$ cat src/rtl/invader_fleet.sv
// Invader formation state: alive bitmap, formation origin, march/drop timing,
// hit removal and cleared/landed status flags.
module invader_fleet #(
    parameter int unsigned InvadersH  = 11,
    parameter int unsigned InvadersV  = 5,
    parameter int unsigned OffsetH    = 40,
    parameter int unsigned OffsetV    = 32,
    parameter int unsigned SprW       = 32,
    parameter int unsigned SprH       = 24,
    parameter int unsigned StartX     = 100,
    parameter int unsigned StartY     = 60,
    parameter int unsigned StepX      = 4,
    parameter int unsigned DropY      = 16,
    parameter int unsigned LeftBound  = 16,
    parameter int unsigned RightBound = 624,
    parameter int unsigned BottomY    = 420
) (
    input  logic                           clk_i,
    input  logic                           rst_ni,
    input  logic                           frame_i,
    input  logic                           restart_i,
    input  logic [5:0]                     invader_collision_i,
    output logic [InvadersH*InvadersV-1:0] invaders_o,
    output logic [9:0]                     invaders_x_o,
    output logic [9:0]                     invaders_y_o,
    output logic                           kill_o,
    output logic [5:0]                     alive_cnt_o,
    output logic                           cleared_o,
    output logic                           landed_o
);

    localparam int unsigned NumInv = InvadersH * InvadersV;
    localparam int unsigned ColW   = $clog2(InvadersH);
    localparam int unsigned RowW   = $clog2(InvadersV);

    typedef enum logic [1:0] {StRun, StCleared, StLanded} state_e;

    state_e            state_q, state_d;
    logic [NumInv-1:0] inv_q, inv_d;
    logic [9:0]        x_q, x_d;
    logic [9:0]        y_q, y_d;
    logic              dir_q, dir_d;   // 0 = marching right, 1 = marching left
    logic [5:0]        cnt_q, cnt_d;
    logic              kill_q, kill_d;

    logic [InvadersH-1:0] colmask;
    logic [InvadersV-1:0] rowmask;
    logic [ColW-1:0]      lcol, rcol;
    logic [RowW-1:0]      brow;
    logic                 lfound;
    logic [5:0]           alive_cnt;
    logic [10:0]          left_edge, right_edge, bottom_drop;
    logic [NumInv-1:0]    hit_mask;
    logic                 hit_ok;
    logic                 drop;

    // Formation extents and population from the registered bitmap.
    always_comb begin
        colmask   = '0;
        rowmask   = '0;
        alive_cnt = '0;
        for (int r = 0; r < InvadersV; r++) begin
            for (int c = 0; c < InvadersH; c++) begin
                if (inv_q[r*InvadersH+c]) begin
                    colmask[c] = 1'b1;
                    rowmask[r] = 1'b1;
                end
                alive_cnt = alive_cnt + 6'(inv_q[r*InvadersH+c]);
            end
        end
        lcol   = '0;
        rcol   = '0;
        brow   = '0;
        lfound = 1'b0;
        for (int c = 0; c < InvadersH; c++) begin
            if (colmask[c] && !lfound) begin
                lcol   = ColW'(c);
                lfound = 1'b1;
            end
            if (colmask[c]) rcol = ColW'(c);
        end
        for (int r = 0; r < InvadersV; r++) begin
            if (rowmask[r]) brow = RowW'(r);
        end
        left_edge   = {1'b0, x_q} + 11'(32'(lcol) * OffsetH);
        right_edge  = {1'b0, x_q} + 11'(32'(rcol) * OffsetH) + 11'(SprW);
        // Bottom edge as it would be after a drop this step.
        bottom_drop = {1'b0, y_q} + 11'(DropY) + 11'(32'(brow) * OffsetV) + 11'(SprH);
    end

    // Hit decode: only in-range indices that address a live invader count.
    always_comb begin
        hit_mask = NumInv'(1) << (invader_collision_i - 6'd1);
        hit_ok   = (invader_collision_i != 6'd0) &&
                   (32'(invader_collision_i) <= NumInv) &&
                   (|(inv_q & hit_mask));
    end

    // Next-state: restart reload, hit removal, step timing and march/drop rules.
    always_comb begin
        state_d = state_q;
        inv_d   = inv_q;
        x_d     = x_q;
        y_d     = y_q;
        dir_d   = dir_q;
        cnt_d   = cnt_q;
        kill_d  = 1'b0;
        drop    = 1'b0;
        if (restart_i) begin
            state_d = StRun;
            inv_d   = '1;
            x_d     = 10'(StartX);
            y_d     = 10'(StartY);
            dir_d   = 1'b0;
            cnt_d   = 6'(NumInv);
        end else if (state_q == StRun) begin
            if (hit_ok) begin
                inv_d  = inv_q & ~hit_mask;
                kill_d = 1'b1;
            end
            if (frame_i) begin
                if (cnt_q > 6'd1) begin
                    cnt_d = cnt_q - 6'd1;
                end else begin
                    // Fewer invaders means a shorter step period.
                    cnt_d = (alive_cnt == 6'd0) ? 6'd1 : alive_cnt;
                    if (!dir_q) begin
                        if (right_edge + 11'(StepX) > 11'(RightBound)) drop = 1'b1;
                        else x_d = x_q + 10'(StepX);
                    end else begin
                        if (left_edge < 11'(LeftBound + StepX)) drop = 1'b1;
                        else x_d = x_q - 10'(StepX);
                    end
                    if (drop) begin
                        y_d   = y_q + 10'(DropY);
                        dir_d = ~dir_q;
                        if (bottom_drop >= 11'(BottomY)) state_d = StLanded;
                    end
                end
            end
            if (state_d == StRun && inv_d == '0) state_d = StCleared;
        end
    end

    // All formation state, async active-low reset.
    always_ff @(posedge clk_i or negedge rst_ni) begin
        if (!rst_ni) begin
            state_q <= StRun;
            inv_q   <= '1;
            x_q     <= 10'(StartX);
            y_q     <= 10'(StartY);
            dir_q   <= 1'b0;
            cnt_q   <= 6'(NumInv);
            kill_q  <= 1'b0;
        end else begin
            state_q <= state_d;
            inv_q   <= inv_d;
            x_q     <= x_d;
            y_q     <= y_d;
            dir_q   <= dir_d;
            cnt_q   <= cnt_d;
            kill_q  <= kill_d;
        end
    end

    assign invaders_o   = inv_q;
    assign invaders_x_o = x_q;
    assign invaders_y_o = y_q;
    assign kill_o       = kill_q;
    assign alive_cnt_o  = alive_cnt;
    assign cleared_o    = (state_q == StCleared);
    assign landed_o     = (state_q == StLanded);

endmodule

$ cat config.mk
export PLATFORM = sky130hd
export DESIGN_NAME = invader_fleet
export DESIGN_NICKNAME = d
export VERILOG_FILES = /design/src/rtl/invader_fleet.sv
export SDC_FILE = /design/constraint.sdc
export NUM_CORES = 1
export LEC_CHECK = 0
export ABC_AREA = 0
export CAP_MARGIN = 20
export CORE_AREA = 4 4 156 158
export CTS_CLUSTER_DIAMETER = 100
export DETAILED_ROUTE_END_ITERATION = 10
export DIE_AREA = 0 0 160 162
export GPL_ROUTABILITY_DRIVEN = 1
export GPL_TIMING_DRIVEN = 0
export PLACE_DENSITY_LB_ADDON = 0.12
export SLEW_MARGIN = 25
export SYNTH_ARGS = -nofsm -noshare
export SYNTH_HDL_FRONTEND = slang
export SYNTH_SLANG_ARGS = --single-unit
$ cat constraint.sdc
create_clock -name clk_i -period 8.28 [get_ports clk_i]
set_input_delay 0.828 -clock clk_i [delete_from_list [all_inputs] [get_ports clk_i]]
set_output_delay 0.828 -clock clk_i [all_outputs]
set_load 0.1 [all_outputs]
==> Implementation_results.wiki, run 1 <==
== Flow metrics ==
{| class="wikitable"
! Metric !! Value
|-
| Most frequent cells in the layout || sky130_fd_sc_hd__inv_1, sky130_fd_sc_hd__nand2_1, sky130_fd_sc_hd__o21ai_0
|-
| Final clock skew || about 0.015 ns
|-
| Sequential cell area fraction in the yosys report || between 20% and 30%
|-
| Number of buffers added to fix hold violations after cts || 0
|-
| Count of boundary I/O pins || approximately 94
|-
| Commonest non-fill, non-tap cell in the layout || sky130_fd_sc_hd__inv_1
|-
| Achievable frequency || between 100 and 150 MHz
|-
| Data arrival time of the critical path || a little over 7 ns
|-
| Max-Slew Margin vs Limit || 28.3%
|-
| Basic-gate share of the synthesized area counting and, or, nand and nor cells || between 20% and 30%
|-
| Total number of clock tree sinks || 80
|-
| Final hold viol count || 0
|-
| Average wire length per cell after detail routing || 25.0 um
|-
| Total half-perimeter wirelength after legalization and detailed placement || approximately 25,000 um
|-
| Slowest stage delay, CP || about 1.2 ns
|-
| Run status || completed
|-
| R2R setup slack || 2.20 ns
|-
| Post-synth tally of flip-flops with integrated enable || 0
|-
| Number of cells upsized or downsized after cts || 0
|-
| Post-synthesis cell count || about 940
|-
| Standard cell with the maximum stage delay on the critical path || sky130_fd_sc_hd__clkdlybuf4s50_1
|-
| Die footprint || 25,900 um^2
|-
| Startpoint of the worst-slack reg-to-reg timing path || invaders_o[35]$_DFFE_PN1N_
|-
| Startpoint Class || flop
|-
| Total inserted antenna cells || 0
|-
| Average footprint of a synthesized cell || 8.38 um^2
|-
| CP Depth || 17
|-
| Combined area of all synthesized cells || approximately 7900 um^2
|-
| Global placement routability congestion || roughly 1.0
|-
| Die X-Extent || about 160 um
|-
| Worst skew pair latency || between 0.3 and 0.4 ns
|-
| CTS root buffer || sky130_fd_sc_hd__clkbuf_16
|-
| Row cnt || 56
|-
| Accumulated negative setup slack || 0 ns
|-
| End point of the critical path || alive_cnt_o[4]
|-
| Required time reported for the critical path endpoint || 7.45 ns
|-
| Die outline height || between 150 and 200 um
|-
| Worst supply voltage drop on vdd || about 110 uV
|-
| Cell total in the yosys stat output || 943
|-
| Async set-reset flop share out of synthesis || 100%
|-
| Largest net degree at the start of global routing || around 68
|-
| CP endpoint kind || output port
|-
| Xor and xnor fraction of the mapped netlist area || around 1.6%
|-
| Proportion of synthesized area in mux cells || around 1.1%
|-
| Slew @ Worst Pin || ~1.1 ns
|-
| Overall Global Routing Usage || approximately 26%
|-
| Filler Cells Inserted || between 2,000 and 2,500
|-
| Share of layout cells above drive strength 1 || roughly 12%
|-
| Post-Synth Adder-Cell Area || 21.7%
|-
| Worst setup path start || invaders_o[35]$_DFFE_PN1N_
|-
| TritonCTS Buffers || 9
|}
-- run 1: cell usage after synthesis (4+ instances only) --
library cell and n:
sky130_fd_sc_hd__a211oi_1 4, sky130_fd_sc_hd__a21o_1 5, sky130_fd_sc_hd__a21oi_1 40, sky130_fd_sc_hd__a22oi_1 11, sky130_fd_sc_hd__a31oi_1 6, sky130_fd_sc_hd__buf_2 7
sky130_fd_sc_hd__buf_4 6, sky130_fd_sc_hd__buf_6 4, sky130_fd_sc_hd__clkbuf_1 25, sky130_fd_sc_hd__dfrtp_1 14, sky130_fd_sc_hd__dfstp_2 66, sky130_fd_sc_hd__fa_1 50
sky130_fd_sc_hd__ha_1 57, sky130_fd_sc_hd__inv_1 99, sky130_fd_sc_hd__mux2i_1 5, sky130_fd_sc_hd__nand2_1 97, sky130_fd_sc_hd__nand2b_1 15, sky130_fd_sc_hd__nand3_1 25
sky130_fd_sc_hd__nand4_1 8, sky130_fd_sc_hd__nand4b_1 5, sky130_fd_sc_hd__nor2_1 75, sky130_fd_sc_hd__nor2b_1 10, sky130_fd_sc_hd__nor3_1 50, sky130_fd_sc_hd__nor4_1 26
sky130_fd_sc_hd__o2111ai_1 9, sky130_fd_sc_hd__o211ai_1 5, sky130_fd_sc_hd__o21a_1 7, sky130_fd_sc_hd__o21ai_0 90, sky130_fd_sc_hd__o31ai_1 10, sky130_fd_sc_hd__o32ai_1 6
sky130_fd_sc_hd__or2_2 4, sky130_fd_sc_hd__or3_1 8, sky130_fd_sc_hd__or4_1 13, sky130_fd_sc_hd__xnor2_1 10
-- run 1: cell type report --
type                       count  area [um^2]  area share (%)
clock buffer                   9          225            2.37
clock inverter                 7         85.1           0.895
inverter                      99          372            3.91
sequential                    80         2080            21.9
buffer                        45          230            2.42
multi-input combinational    722         5230            55.1
tap                          290          363            3.82
timing repair buffer          89          910            9.57
-- run 1: state kept, by name (all words and copies together), names as in the netlist --
name          flops
dir_q             1
kill_o            1
invaders_o       55
state_q           2
invaders_x_o      8
cnt_q             6
invaders_y_o      7
-- run 1: report_power, final --
group          internal [uW]  leakage (uW)  switching, uW  total, uW
sequential               400      0.000889           13.9        414
combinational           82.5       0.00286            234        316
clock                    241      0.000146            199        440
total                    724       0.00389            447       1170
-- run 1: per-stage QoR --
step           std cells  area [um^2]  total power (uW)  setup slack (ns)  utilization, %
2_1_floorplan        946         7920               643             0.504               -
3_3_place_gp        1324         9160               734             0.647            39.6
3_5_place_dp        1325         9190               735             0.660            39.8
4_1_cts             1341         9500              1180             0.266            41.1
5_1_grt             1341         9500              1210            0.0781            41.1
6_report            1341         9500              1170             0.301            41.1
-- run 1: routing by layer --
layer / vias to the layer above / wire (um) / GRT usage [%]
met4: 0 / 1470 / 10.1
met1: 3880 / 14300 / 35.1
met2: 413 / 15000 / 40.6
li1: 3545 / - / -
met5: - / 0 / 0
met3: 104 / 2790 / 4.87
Fig. 1: run 1, signal wires on met1
Supply wires on this layer in grey.
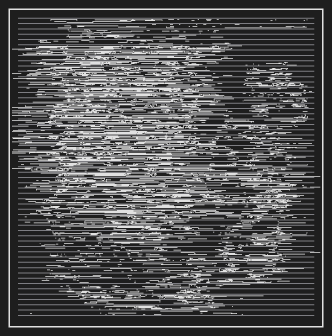
share of all routed wire: 43%
wire length on this layer: 14,300 um
longest straight run: 61.2 um
nets with wire on the layer: 1,070
main direction: horizontal
count of vias placed by the detailed router: 7,942
met1 Usage GRT: 35.1%
total length of routed wires: 33,600 um

Fig. 2: run 1, M2 wires
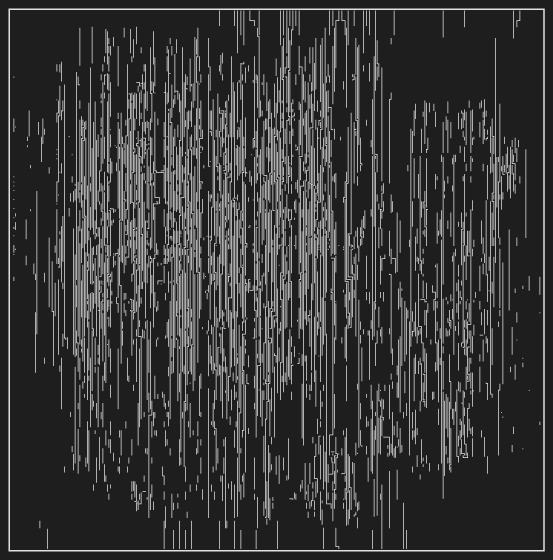
nets with wire on the layer: 940
share of all routed wire: 45%
longest straight run: 76.2 um
wire length on this layer: 15,000 um
main direction: vertical
global routing usage on met2: 40.6%

Fig. 3: run 1, the metal 3 layer
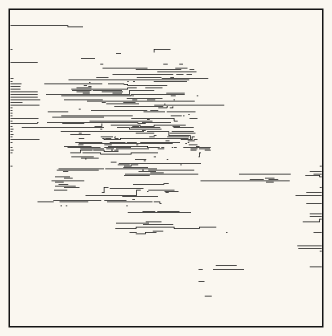
wire length on this layer: 2,790 um
longest straight run: 61.6 um
main direction: horizontal

==> run 2: changes to the inputs <==
--- a/config.mk
+++ b/config.mk
@@ -14,6 +14,7 @@
 export GPL_ROUTABILITY_DRIVEN = 1
 export GPL_TIMING_DRIVEN = 0
 export PLACE_DENSITY_LB_ADDON = 0.12
+export RECOVER_POWER = 100
 export SLEW_MARGIN = 25
 export SYNTH_ARGS = -nofsm -noshare
 export SYNTH_HDL_FRONTEND = slang
Fig. 4: run 2, M2 wires
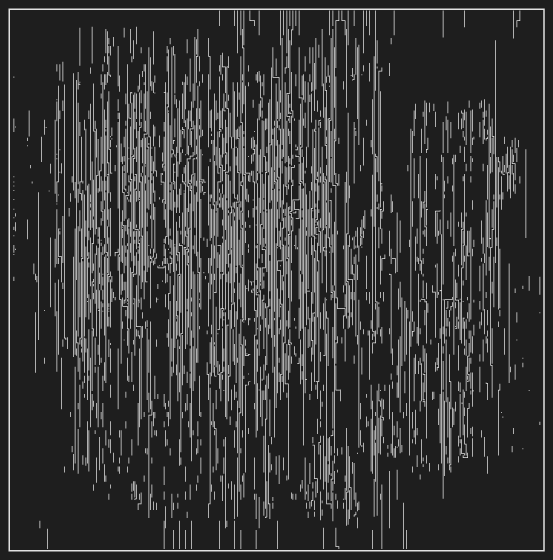
main direction: vertical
wire length on this layer: 14,900 um
share of all routed wire: 44%

==> run 2 against run 1 <==
Against the previous run: the run now ends with max-capacitance violations, max-slew violations left; critical path depth stayed put; maximum frequency fell by 0.69%; power fell by 0.78%; non-clock buffer count unchanged; worst hold slack gained 0.26 ns; first-iteration DRC count rose by 2.3%; synthesized cell count stayed put; sequential power about the same; sequential share of layout area increased by 0.17 points; combinational power shrank 3%; wire length is 0.13% lower; core utilization decreased by 0.31 points; critical endpoint unchanged.
==> Implementation_results.wiki, run 2 <==
== Flow metrics ==
{| class="wikitable"
! Metric !! Value
|-
| Run status || complete, but fails checks
|-
| Failing checks || max-capacitance violations, max-slew violations
|-
| Overall Global Routing Usage || 25.7% (unchanged)
|-
| Floorplan Core Area || between 20,000 and 25,000 um^2
|-
| Worst Setup Slack post-DPL || 0.660 ns (unchanged)
|-
| Startpoint Class || flop
|-
| Ranking of synthesized cells by instance count || sky130_fd_sc_hd__inv_1, sky130_fd_sc_hd__nand2_1, sky130_fd_sc_hd__o21ai_0
|-
| Sequential power share || 35.6% (+0.2 points)
|-
| Count of boundary I/O pins || 94 (unchanged)
|-
| Global placement routability congestion || 1.04 (unchanged)
|-
| Slew @ Worst Pin || 3.85 ns (+2.78 ns)
|-
| Count of vias placed by the detailed router || 7,932 (-0.13%)
|-
| Overall power after layout || 1160 uW (-0.78%)
|-
| Post-synth tally of flip-flops with integrated enable || 0 (unchanged)
|-
| Final clock skew || 0.0149 ns (-0.000441 ns)
|-
| Total half-perimeter wirelength after legalization and detailed placement || 25,300 um (unchanged)
|-
| Data arrival time of the critical path || 7.21 ns (+0.06 ns)
|-
| Setup WS post-layout || 0.245 ns (-0.0553 ns)
|-
| Standard cell with the maximum stage delay on the critical path || sky130_fd_sc_hd__dlygate4sd3_1
|-
| Top-count cell post-synth || sky130_fd_sc_hd__inv_1
|-
| Net Sw Frac || 38.4% (+0.26 points)
|-
| Fraction of the core area covered by cells at the end of the flow || 40.8% (-0.31 points)
|-
| TritonCTS Buffers || 9 (unchanged)
|-
| Sequential cell area fraction in the yosys report || 26.4% (unchanged)
|-
| Share of layout cells above drive strength 1 || 10.1% (-1.4 points)
|-
| Cell total in the yosys stat output || 943 (unchanged)
|-
| Die outline height || 162 um (unchanged)
|-
| Final #Nets || between 1,000 and 1,500
|-
| Max-Slew Margin vs Limit || -157% (-190 points)
|-
| Worst supply voltage drop on vdd || 104 uV (-3.6%)
|-
| Final hold viol count || 0 (unchanged)
|-
| Achievable frequency || 124 MHz (-0.69%)
|-
| Total number of clock tree sinks || 80 (unchanged)
|-
| Die X-Extent || 160 um (unchanged)
|-
| Antenna Violating Nets Remaining || 0
|-
| CP endpoint kind || output port
|-
| Commonest non-fill, non-tap cell in the layout || sky130_fd_sc_hd__inv_1
|-
| Worst skew pair latency || 0.36 ns (about the same)
|-
| Cell internal pwr || 715 uW (-1.2%)
|-
| Clock network power share || 37.9% (+0.3 points)
|-
| Startpoint of the worst-slack reg-to-reg timing path || invaders_o[48]$_DFFE_PN1N_
|-
| Average footprint of a synthesized cell || 8.38 um^2 (unchanged)
|-
| Required time reported for the critical path endpoint || 7.45 ns (about the same)
|-
| Die footprint || 25,900 um^2 (unchanged)
|-
| Accumulated negative setup slack || 0 ns (unchanged)
|-
| CTS root buffer || sky130_fd_sc_hd__clkbuf_16
|-
| Max Cap Violations || 1
|-
| Worst setup path start || invaders_o[35]$_DFFE_PN1N_
|-
| Average wire length per cell after detail routing || 25.0 um (-0.27%)
|-
| Flip-flop count of the largest register, all copies and words added || 55 (unchanged)
|-
| Slowest stage delay, CP || 1.27 ns (+0.05 ns)
|-
| R2R setup slack || 1.93 ns (-0.27 ns)
|-
| Max-slew violation count || slightly below 70
|-
| Yosys reg bits || about 80
|}
run 2: stage by stage:
step,instance area (um^2),cells
5_1_grt,9430,1341
3_3_place_gp,9160,1324
6_report,9430,1343
3_5_place_dp,9190,1325
4_1_cts,9500,1341
2_1_floorplan,7920,946
run 2: worst max path at each step:
stage,endpoint,slack (ns),cells past startpoint
6_report,alive_cnt_o[4],0.25,17
3_3_place_gp,alive_cnt_o[4],0.65,17
3_5_place_dp,alive_cnt_o[4],0.66,17
4_1_cts,alive_cnt_o[4],0.27,17
2_1_floorplan,alive_cnt_o[4],0.50,16
5_1_grt,alive_cnt_o[4],0.07,17
run 2: cells by family (layout without fill, tap and decap cells):
group                    after synthesis  after routing  synth area share (%)
AND/OR/NAND/NOR                      362            362                  23.2
AND-OR/OR-AND                        227            227                  18.3
buffers and inverters                144            249                  7.62
adder cells (fa/ha/maj)              107            107                  21.7
flip-flops                            80             80                  26.4
XOR/XNOR                              14             14                  1.65
multiplexers                           8              8                  1.06
other                                  1              6                0.0475
run 2: power by group through the flow:
| stage | logic (uW) | registers (uW) | clock network, uW |
|---|---|---|---|
| final | 307 | 414 | 441 |
| after global routing | 328 | 414 | 459 |
| after CTS | 316 | 414 | 447 |
| after detailed placement | 315 | 420 | 0 |
| after global placement | 314 | 420 | 0 |
| after floorplan | 201 | 442 | 0 |
run 2: tightest hold or removal path: cells and delay by family (launching register included):
family / cells / cell delay (ns)
flops: 1 / 0.43
simple gates: 2 / 0.12
run 2: routing by layer:
layer,vias to the layer above,share of wire [%],global-route usage [%]
met1,3835,43,35.1
met2,428,44,40.6
met4,0,4.7,10.1
li1,3553,-,-
met3,116,8.0,4.87
met5,-,0,0
run 2: layout make-up:
type	instances	area [um^2]
antenna	2	5.00
inverter	99	372
timing repair buffer	89	878
sequential	80	2080
fill	2447	13700
multi-input combinational	722	5200
clock buffer	9	225
tap	290	363
clock inverter	7	85.1
buffer	45	215
No activity file was given, so power comes from the tool's default toggle rates.
